## config.mk

```make
export PLATFORM = sky130hd
export DESIGN_NAME = icache
export DESIGN_NICKNAME = d
export VERILOG_FILES = /design/src/rtl/icache_pkg.sv /design/src/rtl/icache_array.sv /design/src/rtl/icache.sv
export SDC_FILE = /design/constraint.sdc
export NUM_CORES = 2
export LEC_CHECK = 0
export ABC_CLOCK_PERIOD_IN_PS = 7000
export CAP_MARGIN = 30
export CORE_ASPECT_RATIO = 0.7
export CORE_MARGIN = 10
export CORE_UTILIZATION = 35
export CTS_BUF_LIST = sky130_fd_sc_hd__clkbuf_4
export CTS_CLUSTER_DIAMETER = 120
export DETAILED_ROUTE_END_ITERATION = 6
export GPL_ROUTABILITY_DRIVEN = 0
export GPL_TIMING_DRIVEN = 1
export PLACE_DENSITY = 0.61
export SYNTH_ARGS = -nofsm -noshare
export SYNTH_HDL_FRONTEND = slang
export SYNTH_SLANG_ARGS = --single-unit
```

## constraint.sdc

```tcl
create_clock -name clk -period 7 [get_ports clk]
set_input_delay 2.1 -clock clk [delete_from_list [all_inputs] [get_ports clk]]
set_output_delay 2.1 -clock clk [all_outputs]
set_load 0.02 [all_outputs]
```

## src/rtl/icache_pkg.sv

```systemverilog
// icache_pkg: shared constants and state encoding for the instruction cache.
package icache_pkg;
  localparam logic True = 1'b1;
  localparam logic False = 1'b0;
  localparam int PcLength = 32;
  localparam int DataLength = 32;
  localparam logic [31:0] Zero = 32'h0;
  typedef enum logic [1:0] {
    IC_IDLE,
    IC_MISS_REQ,
    IC_MISS_WAIT,
    IC_FLUSH
  } ic_state_e;
endpackage

```

## src/rtl/icache_array.sv

```systemverilog
// icache_array: direct-mapped data/tag/valid storage, combinational read, single write port.
module icache_array
  import icache_pkg::*;
#(
  parameter int Entries = 64,
  parameter int IndexLength = 5,
  parameter int TagW = PcLength - IndexLength - 3
) (
  input  logic                  clk,
  input  logic                  rst,
  input  logic [IndexLength:0]  rd_idx_i,
  input  logic [TagW-1:0]       rd_tag_i,
  output logic                  hit_o,
  output logic [DataLength-1:0] rd_data_o,
  input  logic                  we_i,
  input  logic [IndexLength:0]  wr_idx_i,
  input  logic [TagW-1:0]       wr_tag_i,
  input  logic [DataLength-1:0] wr_data_i
);
  logic [DataLength-1:0] data_q [Entries];
  logic [TagW-1:0]       tag_q  [Entries];
  logic [Entries-1:0]    valid_q;

  assign hit_o     = valid_q[rd_idx_i] && (tag_q[rd_idx_i] == rd_tag_i);
  assign rd_data_o = data_q[rd_idx_i];

  always_ff @(posedge clk or negedge rst)
    if (!rst) valid_q <= '0;
    else if (we_i) valid_q[wr_idx_i] <= True;

  // Payload needs no reset: it is never observed while its valid bit is clear.
  always_ff @(posedge clk)
    if (we_i) begin
      data_q[wr_idx_i] <= wr_data_i;
      tag_q[wr_idx_i]  <= wr_tag_i;
    end
endmodule

```

## src/rtl/icache.sv

```systemverilog
// icache: direct-mapped instruction cache between the PC/instruction queue and the memory fetcher.
module icache
  import icache_pkg::*;
#(
  parameter int Entries = 64,
  parameter int IndexLength = 5,
  parameter int FlushCycles = 2
) (
  input  logic                  clk,
  input  logic                  rst,
  input  logic                  rdy,
  input  logic                  is_exception_from_rob,
  input  logic [PcLength-1:0]   pc_from_rob,
  input  logic                  is_ready_from_iq,
  output logic                  is_valid_to_iq,
  output logic [DataLength-1:0] instr_to_iq,
  output logic [PcLength-1:0]   pc_to_iq,
  input  logic                  is_ready_from_fc,
  output logic                  is_empty_to_fc,
  output logic [PcLength-1:0]   addr_to_fc,
  input  logic                  is_commit_from_fc,
  input  logic                  is_instr_from_fc,
  input  logic [DataLength-1:0] data_from_fc
);
  localparam int TagW = PcLength - IndexLength - 3;
  localparam int CntW = (FlushCycles > 1) ? $clog2(FlushCycles) : 1;

  ic_state_e             state_q, state_d;
  logic [PcLength-1:0]   pc_q, pc_d;
  logic [CntW-1:0]       cnt_q, cnt_d;
  logic                  valid_q, valid_d;
  logic                  empty_q, empty_d;
  logic [DataLength-1:0] instr_q, instr_d;
  logic [PcLength-1:0]   pc_iq_q, pc_iq_d;
  logic [PcLength-1:0]   addr_q, addr_d;
  logic                  hit, fill;
  logic [DataLength-1:0] rd_data;

  // A matching commit fills the line even if an exception drops the delivery.
  assign fill = (state_q == IC_MISS_WAIT) && is_commit_from_fc && is_instr_from_fc;

  icache_array #(.Entries(Entries), .IndexLength(IndexLength), .TagW(TagW)) u_array (
    .clk       (clk),
    .rst       (rst),
    .rd_idx_i  (pc_q[IndexLength+2:2]),
    .rd_tag_i  (pc_q[PcLength-1:IndexLength+3]),
    .hit_o     (hit),
    .rd_data_o (rd_data),
    .we_i      (rdy && fill),
    .wr_idx_i  (pc_q[IndexLength+2:2]),
    .wr_tag_i  (pc_q[PcLength-1:IndexLength+3]),
    .wr_data_i (data_from_fc)
  );

  always_comb begin
    state_d = state_q;
    pc_d    = pc_q;
    cnt_d   = cnt_q;
    valid_d = False;
    empty_d = True;
    instr_d = instr_q;
    pc_iq_d = pc_iq_q;
    addr_d  = addr_q;
    case (state_q)
      IC_IDLE:
        if (is_ready_from_iq) begin
          if (hit) begin
            valid_d = True;
            instr_d = rd_data;
            pc_iq_d = pc_q;
            pc_d    = pc_q + 32'd4;
          end else state_d = IC_MISS_REQ;
        end
      IC_MISS_REQ:
        if (is_ready_from_fc) begin
          empty_d = False;
          addr_d  = pc_q;
          state_d = IC_MISS_WAIT;
        end
      IC_MISS_WAIT:
        if (fill) begin
          valid_d = True;
          instr_d = data_from_fc;
          pc_iq_d = pc_q;
          pc_d    = pc_q + 32'd4;
          state_d = IC_IDLE;
        end
      default: begin
        cnt_d   = (cnt_q == CntW'(FlushCycles - 1)) ? '0 : cnt_q + 1'b1;
        state_d = (cnt_q == CntW'(FlushCycles - 1)) ? IC_IDLE : IC_FLUSH;
      end
    endcase
    if (is_exception_from_rob) begin
      pc_d    = pc_from_rob;
      valid_d = False;
      empty_d = True;
      cnt_d   = '0;
      state_d = (state_q == IC_MISS_REQ || state_q == IC_MISS_WAIT) ? IC_FLUSH : IC_IDLE;
    end
  end

  always_ff @(posedge clk or negedge rst)
    if (!rst) begin
      state_q <= IC_IDLE;
      pc_q    <= Zero;
      cnt_q   <= '0;
      valid_q <= False;
      empty_q <= True;
      instr_q <= Zero;
      pc_iq_q <= Zero;
      addr_q  <= Zero;
    end else if (rdy) begin
      state_q <= state_d;
      pc_q    <= pc_d;
      cnt_q   <= cnt_d;
      valid_q <= valid_d;
      empty_q <= empty_d;
      instr_q <= instr_d;
      pc_iq_q <= pc_iq_d;
      addr_q  <= addr_d;
    end

  assign is_valid_to_iq = valid_q;
  assign is_empty_to_fc = empty_q;
  assign instr_to_iq    = instr_q;
  assign pc_to_iq       = pc_iq_q;
  assign addr_to_fc     = addr_q;
endmodule

```

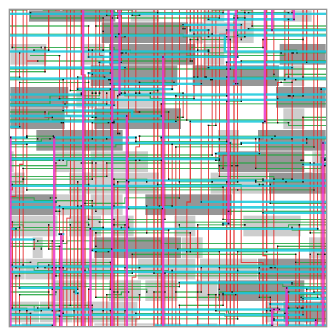
(close-up of the layout)
Window x 373 to 413, y 258 to 298 um. Cells in grey, sequential cells in the stronger grey; small squares are vias.
layer	colour
metal 2	red
metal 3	cyan
metal 4	magenta
metal 1	green
sequential cells in the window	19
most frequent	edfxtp_1 (19), nor2_4 (12)
netlist names of flops here include	u_array.tag_q (19)
cells with their middle in the window	63

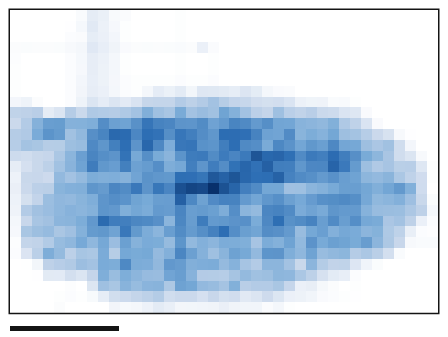
(signal metal coverage by tile)
Scale bar: 200 um. 39 x 28 tiles, from white (low) to dark blue (high), scaled to the fullest tile. Values are wire area over tile area, all layers added.
mean over tiles	0.23
nearly empty tiles	34%
emptiest ninth of the die	north-east

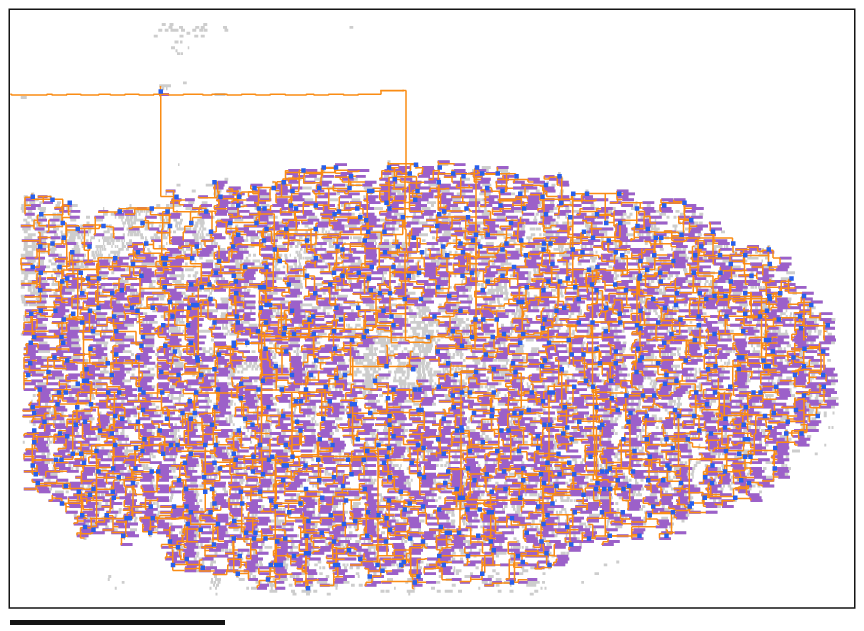
(clock network drawn from the DEF)
Scale bar: 200 um.
[clock drivers] blue | count: 843
[clock wires] orange | length: 48.2 mm
[flip-flops] purple | count: 3781
routed clock nets	844

[final timing paths]
| path | cells past startpoint | slack (ps) | from | to |
|---|---|---|---|---|
| worst min-delay path | 1 | 470 | u_array.valid_q[55] | u_array.valid_q[55] |
| worst max-delay path | 13 | 450 | pc_q[4] | instr_to_iq[21] |
| min in group asynchronous | 1 | 660 | rst | pc_q[3] |
| worst max register to register | 13 | 450 | pc_q[4] | instr_to_iq[21] |
| worst min register to register | 1 | 470 | u_array.valid_q[55] | u_array.valid_q[55] |
| max in group asynchronous | 2 | 4680 | rst | instr_to_iq[22] |
[final cells by class]
| cell class | count | area share [%] |
|---|---|---|
| diodes | 18 | 0.0272 |
| clock buffers | 1293 | 5.85 |
| clock inverters | 207 | 0.763 |
| inverters | 27 | 0.0626 |
| multi-input cells | 3503 | 17.7 |
| flip-flops and latches | 3781 | 67.9 |
| well taps | 5445 | 4.11 |
| repair buffers | 611 | 3.60 |
[registers in the layout, summed over array words and instances, names as in the netlist]
name and cells:
instr_to_iq 32, pc_to_iq 32, addr_to_fc 32, u_array.tag_q 1536, cnt_q 1, pc_q 32
is_valid_to_iq 1, is_empty_to_fc 1, u_array.valid_q 64, u_array.data_q 2048, state_q 2
[metrics by stage]
stage | instances | power [mW] | hold WS, ps
finish | 14900 | 67.1 | 466
global route | 14900 | 68.9 | 483
floorplan | 7826 | 38.2 | 433
global placement | 13300 | 48.6 | 446
CTS | 14900 | 66.4 | 468
detailed placement | 13400 | 48.9 | 450
[critical path, cell delays in order, from the launching register on]
cell and delay (ps):
dfrtp_4 790, buf_12 330, and2_4 720, a22oi_1 160, nand3_1 190, nand4_1 260, nor3_1 910, o21ai_0 610
nor3_1 390, nand3_1 370, o31ai_2 440, nand3_4 110, buf_12 260, mux2_4 410
[per-layer routing]
layer / part of all wire (%) / up-vias / global-route usage, %
met1: 38 / 46800 / 33.5
li1: - / 34900 / -
met2: 40 / 8730 / 32.1
met3: 18 / 1247 / 11.1
met5: 0.093 / - / 0.207
met4: 3.8 / 50 / 8.27
[cells by family (layout without fill, tap and decap cells)]
kind of cell,after synthesis,after routing,synth area share (%)
flops,3781,3781,78.3
compound gates,1821,1821,9.30
simple gates,900,900,3.17
mux,754,754,7.25
buf+inv,542,2138,1.77
xor+xnor,23,23,0.140
fa+ha+maj,5,5,0.0435
other cells,0,18,0
[placed cells by master, fill, tap and decap left out, types with 197 or more instances in the layout]
cell / instances
clkbuf_4: 1294
mux2i_1: 408
mux4_2: 197
a22oi_1: 582
a221oi_1: 306
a21oi_1: 207
buf_4: 349
edfxtp_1: 3584
nand2_1: 213
[report_power, final]
group | internal, mW | switching, mW
Clock | 8.88 | 8.88
Sequential | 26.0 | 0.763
Combinational | 7.03 | 15.5
==> flow_metrics.tcl <==
# metrics dict for downstream scripts
set metrics [dict create \
    outcome "finished clean" \
    async_reset_ff_share_pct 5.21 \
    clkTransAtPathRegs_ps 70 \
    die_x_um 786 \
    leakagePower_nw 54.2 \
    drc 0 \
    grt_max_degree 104 \
    power_density_nw_per_um2 405 \
    vias 91700 \
    finalCritPeriodShare_pct 93.5 \
    yosysWarnings 0 \
    synthTopCellsByArea "edfxtp_1 75%, dfrtp_1 3.4%, mux4_2 3.1%, a22oi_1 3.0%, mux2i_1 2.8%" \
    yosys-top-cells-count "3584 x edfxtp_1, 582 x a22oi_1, 408 x mux2i_1, 306 x a221oi_1, 239 x clkbuf_1" \
    cts_hold_buf 0 \
    ys_cells 7826 \
    avgSynthCellArea_um2 18.4 \
    start_kind "flip-flop" \
    wire_per_inst_um 36.4 \
    yosys-stat-area_um2 144000 \
    num_rows 196 \
    drive_above_1_share_pct 25.6 \
    relSlewSlack_pct 23.7 \
    ff_type "edfxtp_1" \
    synth_seq_share_pct 78.3 \
    cts_buffer_depth 4 \
    top_cell_area_share_pct 74.9 \
    fill_cells 36700 \
    hpwl_um 316000 \
    regArea_um2 113000 \
    chipArea_um2 437000 \
    hold_class "reg2reg" \
    cts_tree "yes" \
    vias_per_cell 6.16 \
    drt-initial-drc-count 17500 \
    die-height_um 556 \
    nNetsFinal 8844 \
    hold_viol 0 \
    ctsHtreeMaxLevel 6 \
    grtUsageTotal_pct 23.8 \
    worst_slack_ps 453 \
    arrival_ps 7840 \
    core_area_um2 408000 \
]
No activity file was given, so power comes from the tool's default toggle rates.
